--- src/rtl/reg_writeback.sv ---
// reg_writeback: writeback stage in front of the 16x8 register file.
// Merges single-cycle ALU results and fixed-latency load returns into the
// register file's single write port. Tracks one in-flight load, buffers one
// colliding ALU result in a skid entry, and raises stall on load-use hazards
// or a full skid.
// Optional build macro: RWB_BLANK_R0_EN -- writes to register 0 are dropped
// (source still consumed, write_en stays low that cycle).
module reg_writeback #(
  parameter int W        = 8,
  parameter int D        = 4,
  parameter int LOAD_LAT = 2
) (
  input  logic         CLK,
  input  logic         Reset,
  input  logic         alu_valid,
  input  logic [D-1:0] alu_waddr,
  input  logic [W-1:0] alu_data,
  input  logic         ld_issue,
  input  logic [D-1:0] ld_waddr,
  input  logic [W-1:0] mem_rdata,
  input  logic [D-1:0] raddrA,
  input  logic [D-1:0] raddrB,
  output logic         write_en,
  output logic [D-1:0] waddr,
  output logic [W-1:0] data_in,
  output logic         ld_busy,
  output logic         stall,
  output logic         ld_err
);

  localparam int CW = $clog2(LOAD_LAT + 1);

  typedef enum logic {L_IDLE, L_WAIT} ld_state_t;

  ld_state_t      state;
  logic [CW-1:0]  cnt;
  logic [D-1:0]   ld_dst;

  logic           skid_full;
  logic [D-1:0]   skid_waddr;
  logic [W-1:0]   skid_data;

  logic           ld_done;
  logic           alu_take;
  logic           src_valid;
  logic [D-1:0]   src_waddr;
  logic [W-1:0]   src_data;
  logic           skid_push;
  logic           wr_fire;

  assign ld_busy  = (state == L_WAIT);
  assign ld_done  = ld_busy && (cnt == CW'(1));
  // Hazard compares the latched destination of the in-flight load.
  assign stall    = skid_full | (ld_busy & ((ld_dst == raddrA) | (ld_dst == raddrB)));
  assign alu_take = alu_valid & ~stall;

  // Write-port arbitration: load completion, then skid entry, then fresh ALU result.
  always_comb begin
    // NOTE: every output gets a default first so no path leaves it unassigned (no latch).
    src_valid = 1'b0;
    src_waddr = alu_waddr;
    src_data  = alu_data;
    skid_push = 1'b0;
    if (ld_done) begin
      src_valid = 1'b1;
      src_waddr = ld_dst;
      src_data  = mem_rdata;
      skid_push = alu_take;  // losing ALU result parks in the skid
    end else if (skid_full) begin
      src_valid = 1'b1;
      src_waddr = skid_waddr;
      src_data  = skid_data;
    end else if (alu_take) begin
      src_valid = 1'b1;
    end
  end

`ifdef RWB_BLANK_R0_EN
  assign wr_fire = src_valid && (src_waddr != '0);
`else
  assign wr_fire = src_valid;
`endif

  // Load tracker: counts LOAD_LAT edges from issue, retires on cnt==1.
  always_ff @(posedge CLK or posedge Reset) begin
    // NOTE: sequential state uses non-blocking assignments so all registers update together.
    if (Reset) begin
      state  <= L_IDLE;
      cnt    <= '0;
      ld_dst <= '0;
    end else begin
      case (state)
        L_IDLE: begin
          if (ld_issue) begin
            state  <= L_WAIT;
            cnt    <= CW'(LOAD_LAT);
            ld_dst <= ld_waddr;
          end
        end
        L_WAIT: begin
          if (cnt == CW'(1)) begin
            // An issue on the completion edge starts the next load back to back.
            if (ld_issue) begin
              cnt    <= CW'(LOAD_LAT);
              ld_dst <= ld_waddr;
            end else begin
              state <= L_IDLE;
              cnt   <= '0;
            end
          end else begin
            cnt <= cnt - CW'(1);
          end
        end
      endcase
    end
  end

  // Sticky error: a second load issued while one is still outstanding.
  always_ff @(posedge CLK or posedge Reset) begin
    if (Reset) begin
      ld_err <= 1'b0;
    end else if (ld_issue && ld_busy && !ld_done) begin
      ld_err <= 1'b1;
    end
  end

  // One-entry skid: fills when an ALU result loses to a load, drains on a load-free edge.
  always_ff @(posedge CLK or posedge Reset) begin
    if (Reset) begin
      skid_full  <= 1'b0;
      skid_waddr <= '0;
      skid_data  <= '0;
    end else if (skid_push) begin
      skid_full  <= 1'b1;
      skid_waddr <= alu_waddr;
      skid_data  <= alu_data;
    end else if (skid_full && !ld_done) begin
      skid_full <= 1'b0;
    end
  end

  // Registered write port; address and data hold when nothing is written.
  always_ff @(posedge CLK or posedge Reset) begin
    if (Reset) begin
      write_en <= 1'b0;
      waddr    <= '0;
      data_in  <= '0;
    end else begin
      write_en <= wr_fire;
      if (wr_fire) begin
        waddr   <= src_waddr;
        data_in <= src_data;
      end
    end
  end

endmodule

--- config.mk ---
export PLATFORM = sky130hd
export DESIGN_NAME = reg_writeback
export DESIGN_NICKNAME = d
export VERILOG_FILES = /design/src/rtl/reg_writeback.sv
export SDC_FILE = /design/constraint.sdc
export NUM_CORES = 1
export LEC_CHECK = 0
export CAP_MARGIN = 20
export CORE_UTILIZATION = 46
export DETAILED_ROUTE_END_ITERATION = 7
export PLACE_DENSITY = 0.8
export SLEW_MARGIN = 10
export SYNTH_ARGS = -nofsm -noshare
export SYNTH_HDL_FRONTEND = slang
export SYNTH_SLANG_ARGS = --single-unit
--- constraint.sdc ---
create_clock -name CLK -period 2.25 [get_ports CLK]
set_clock_uncertainty 0.15 [all_clocks]
set_input_delay 0.45 -clock CLK [delete_from_list [all_inputs] [get_ports CLK]]
set_output_delay 0.45 -clock CLK [all_outputs]
set_load 0.05 [all_outputs]
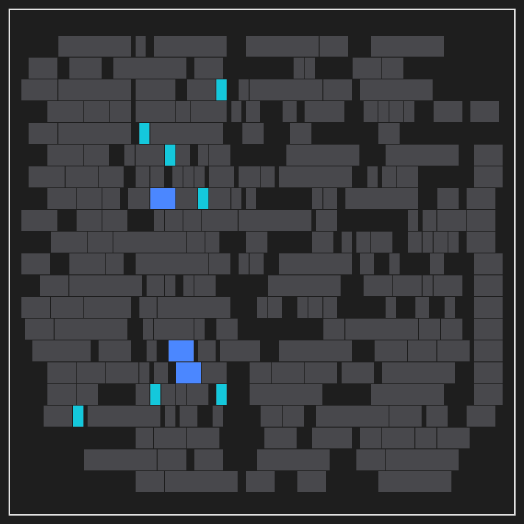
gate_families.png
Drawn at 8 px/um.
inverters: marked cyan, cells 7. AND-OR and OR-AND gates: marked blue, cells 3.
Comb/total area: 0.327
Final Instance Count excl. Fillers: 278
most used logic cell in the final layout: clkdlybuf4s50_1

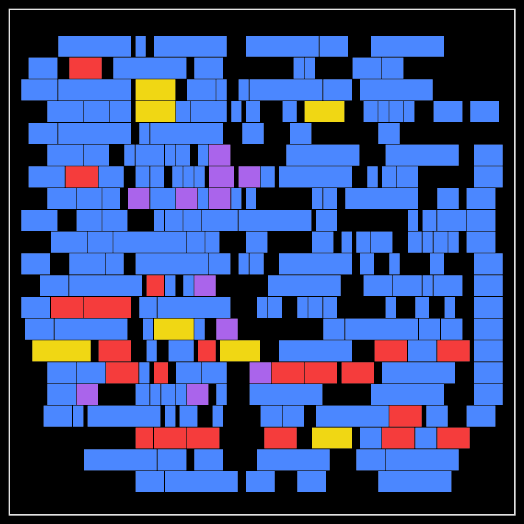
drive_strength.png
Drawn at 8 px/um.
drive 6 and up: marked yellow, cells 7, share 3.0%. drive 3 to 4: marked purple, cells 11, share 4.7%. drive 2: marked red, cells 21, share 9.1%. drive 1 or less: marked blue, cells 193, share 83%.
Final WS setup: 0.0391 ns
count of buffers not belonging to the clock network in the layout: 61
growth of design area from synthesis to finish: 42.4%
final non-filler cell area: 2440 um2

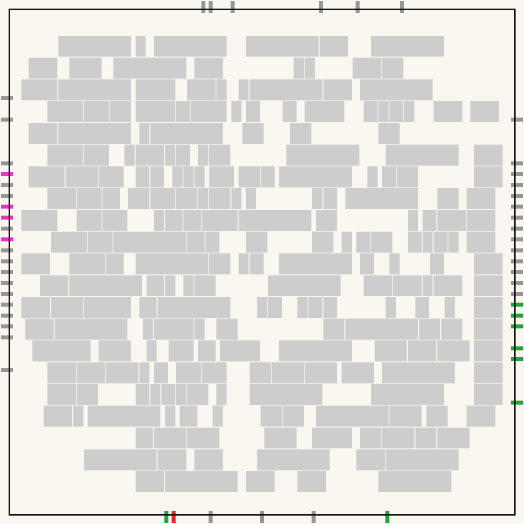
pins.png
Drawn at 8 px/um. Pins as bars across the die edge, other pins in grey.
alu_valid: marked red, pins 1, direction input, edge bottom. raddrA: marked magenta, pins 4, direction input, edge left. alu_data: marked green, pins 8, direction input, edge 6 right, 2 bottom.
All pins by edge: 20 left, 20 right, 6 bottom, 6 top.
count of input and output buffers: 51
chip width: 63.0 um
chip height: 63.0 um

[layout by cell type (no fill, tap or decap), types with 4 or more instances in the layout]
master / synthesis / layout
clkdlybuf4s50_1: 0 / 42
dfrtp_1: 34 / 34
nand2_1: 21 / 19
nor2_1: 17 / 17
mux2_2: 16 / 16
a21oi_1: 11 / 11
buf_4: 1 / 10
a22oi_1: 9 / 9
o31ai_1: 9 / 9
o21ai_0: 8 / 8
dlymetal6s2s_1: 0 / 8
xnor2_1: 8 / 7
inv_1: 7 / 7
clkbuf_8: 0 / 6
o21ai_1: 4 / 4
[registers in the layout, indices dropped and copies added, names as in the netlist]
name and count:
ld_err 1, skid_waddr 4, skid_full 1, data_in 8, skid_data 8, ld_dst 4
cnt 2, ld_busy 1, waddr 4, write_en 1
==> results.txt <==
Main metrics from the flow reports.

The flow ran to the end, and the final reports show no timing, DRC or antenna violations. The number of synthesized register bits is 34. For the worst flop-to-flop path, the logic depth is 8.

met2 is the most crowded layer. The sequential cell count is 34. The number of well taps came out at 46.

The hold path depth came out at 1. The critical path runs through a total of 7 cells. The worst register-to-register path begins at cnt[1]$_DFFE_PP0P_. The largest share of the power goes to combinational logic. The routed via count is 1553. The area share of the largest cell type after synthesis came out at 0.497. The wire length per cell after detailed routing is 16.3 um. The met2 layer usage reported by global route came out at 0.444. The routing usage on met3 came out at 0.0547.

The sum of internal, switching and leakage power came out at 3.66 mW. The via-per-instance ratio came out at 5.59. TritonCTS built the clock tree. On met1, the global router reports a usage of 0.281. The final antenna diode count is 0.

The reported net switching power came out at 1.65 mW. The parity-gate share of the synthesized area counting xor and xnor cells came out at 0.0409. Among all stages on the critical path, the maximum delay recorded is 0.48 ns. The initial DRC count came out at 96. After synthesis, the cell types taking the most area are dfrtp_1, mux2_2, nand2_1.

The clock-pin slew of the registers on the worst-case setup and hold paths is 0.06 ns. The power in combinational cells is 2.01 mW. The tally of yosys warning messages is 0. The maximum clock path buffer count is 2.

The post-cts hold-fix buffer tally is 0. The overall fraction of global-route tracks in use came out at 0.249. At the floorplan stage, the core utilization is reported as 0.498. The maximum number of pins on one net before global-route repair is 35.

The setup slack of the most critical reg-to-reg path is 0.34 ns. The total cell area reported by yosys after synthesis came out at 1710 um2. The finished design was reported to have a net count of 268.

The share of cell area taken by flip-flops and latches came out at 0.349. The period utilization is 0.983. Among all cell classes, the greatest summed area belongs to flip-flops and latches. The maximum ir drop on the vdd rail came out at 0.00103 V. The final timing report derives a shortest allowable period of 2.21 ns.

The data arrival time of the worst path came out at 1.61 ns. The overflow left after global routing is 0. The global placer's final weighted congestion came out at 0.813.

The post-route core utilization is 0.708. The number of enable flip-flop cells came out at 0. The floorplan core area came out at 3440 um2. The number of detailed-routing iterations run before antenna repair is 4.

The proportion of total power due to net switching is 0.449. The worst hold path begins at cnt[0]$_DFFE_PP0P_. For this design, Yosys synthesis ends with a cell count of 173. The internal power consumption is 2.02 mW. The final tally of max-slew violations is 0. The post-route met1 wirelength is 1790 um. The endpoint identified for the worst register-to-register timing path is skid_data[6]$_DFFE_PP0P_.

The initial antenna violation count came to 0. The worst path required time came out at 1.65 ns. The area of the mapped netlist came out at 1710 um2. The post-synthesis share of cell area spent on full adders, half adders and majority gates is 0.00730. The simple logic cell fraction of the synthesized area came out at 0.109.

The via count of the first global-routing pass is 1582. The critical path launch point type is an input pin. The area fraction in mux cells is 0.111. The final count of hold timing violations is 0. The tightest hold path in the finished design has a slack of 0.354 ns.

Per the timing report, the achievable frequency comes out to 452 MHz. Looking at the clock tree report, the root buffer type is clkbuf_8. The number of placed instances, taps included, is 269. The power report attributes to the clock group a share of 0.127.

The endpoint of the worst hold path is reported as cnt[0]$_DFFE_PP0P_. The largest area contributor in the netlist is dfrtp_1. The CTS log lists the clock sinks for this run as 34.

The buffer-and-inverter tally for the worst setup path is 2. Of all the cell area in the finished design, the clock network holds 0.0375. The type of destination of the critical path is a primary output. The slowest stage of the critical path belongs to the cell clkdlybuf4s50_1. The power attributed to the clock group came out at 465 uW.

Counting stages on the worst path, the most repeated cell is nand2_2. The number of resized instances in the post-cts repair step came out at 1. Synthesis handed over a netlist of 173 instances. The actual transition at the worst max-transition pin is 0.555 ns. The sequential-cell power consumption came out at 1.18 mW.

The DRC violation total left in the routed layout is recorded as 0. The area share of buffers outside the clock network came out at 0.252. The synthesis report gives the async set-or-reset register share as 1.00.

Traced cell by cell, the critical path runs through clkdlybuf4s50_1 > xnor2_1 > nand4_1 > nand2_1 > nand2_2 > nand2_2 > buf_12. The fraction of layout instances using a drive strength above 1 came out at 0.168. The CTS report gives the tree buffer count as 5.

The analysis attributes to cell leakage a power of 1.10 nW. The power density normalized to cell area is 1500 nW/um2. The detailed-placement wirelength estimate came out at 3120 um.

The register cell area after layout came out at 851 um2. The headroom to the max-slew limit came out at 0.630. The most critical setup path has its startpoint at raddrB[1]. By count the netlist is led by dfrtp_1, nand2_1, nor2_1, mux2_2, a21oi_1. The count of filler cells inserted in the layout came out at 264. Setup total negative slack on the finished layout was measured at 0 ns.

The OpenROAD warning count is 26. By instance count, the leading cell after synthesis is dfrtp_1. The number of different library cells in the post-synthesis netlist is 30. For this run, the leading register cell type out of synthesis is dfrtp_1. At the later pin of the worst-skew pair, clock insertion delay measures 0.29 ns. After detailed routing, the met3 layer carries 287 um of wire. The placed instances occupy a cell area of 2310 um2. The count of inverters other than clock inverters in the layout came out at 7. Broken down by cell family, the worst path's largest delay share belongs to buffers and inverters.

The multi-input combinational cell area is 797 um2. The classification of the worst-slack hold path is flop to flop. Logged for this run, the post-placement worst setup slack is -0.109 ns.

The power report attributes to the combinational group a share of 0.549. The part of the Yosys area used for sequential elements is 0.497. The worst setup path is of the input pin to primary output kind. Yosys shows that the main logic family after synthesis is AND-OR/OR-AND gates.

The compound-cell area share of the yosys netlist is 0.190.
Power and IR drop assume default switching activity.
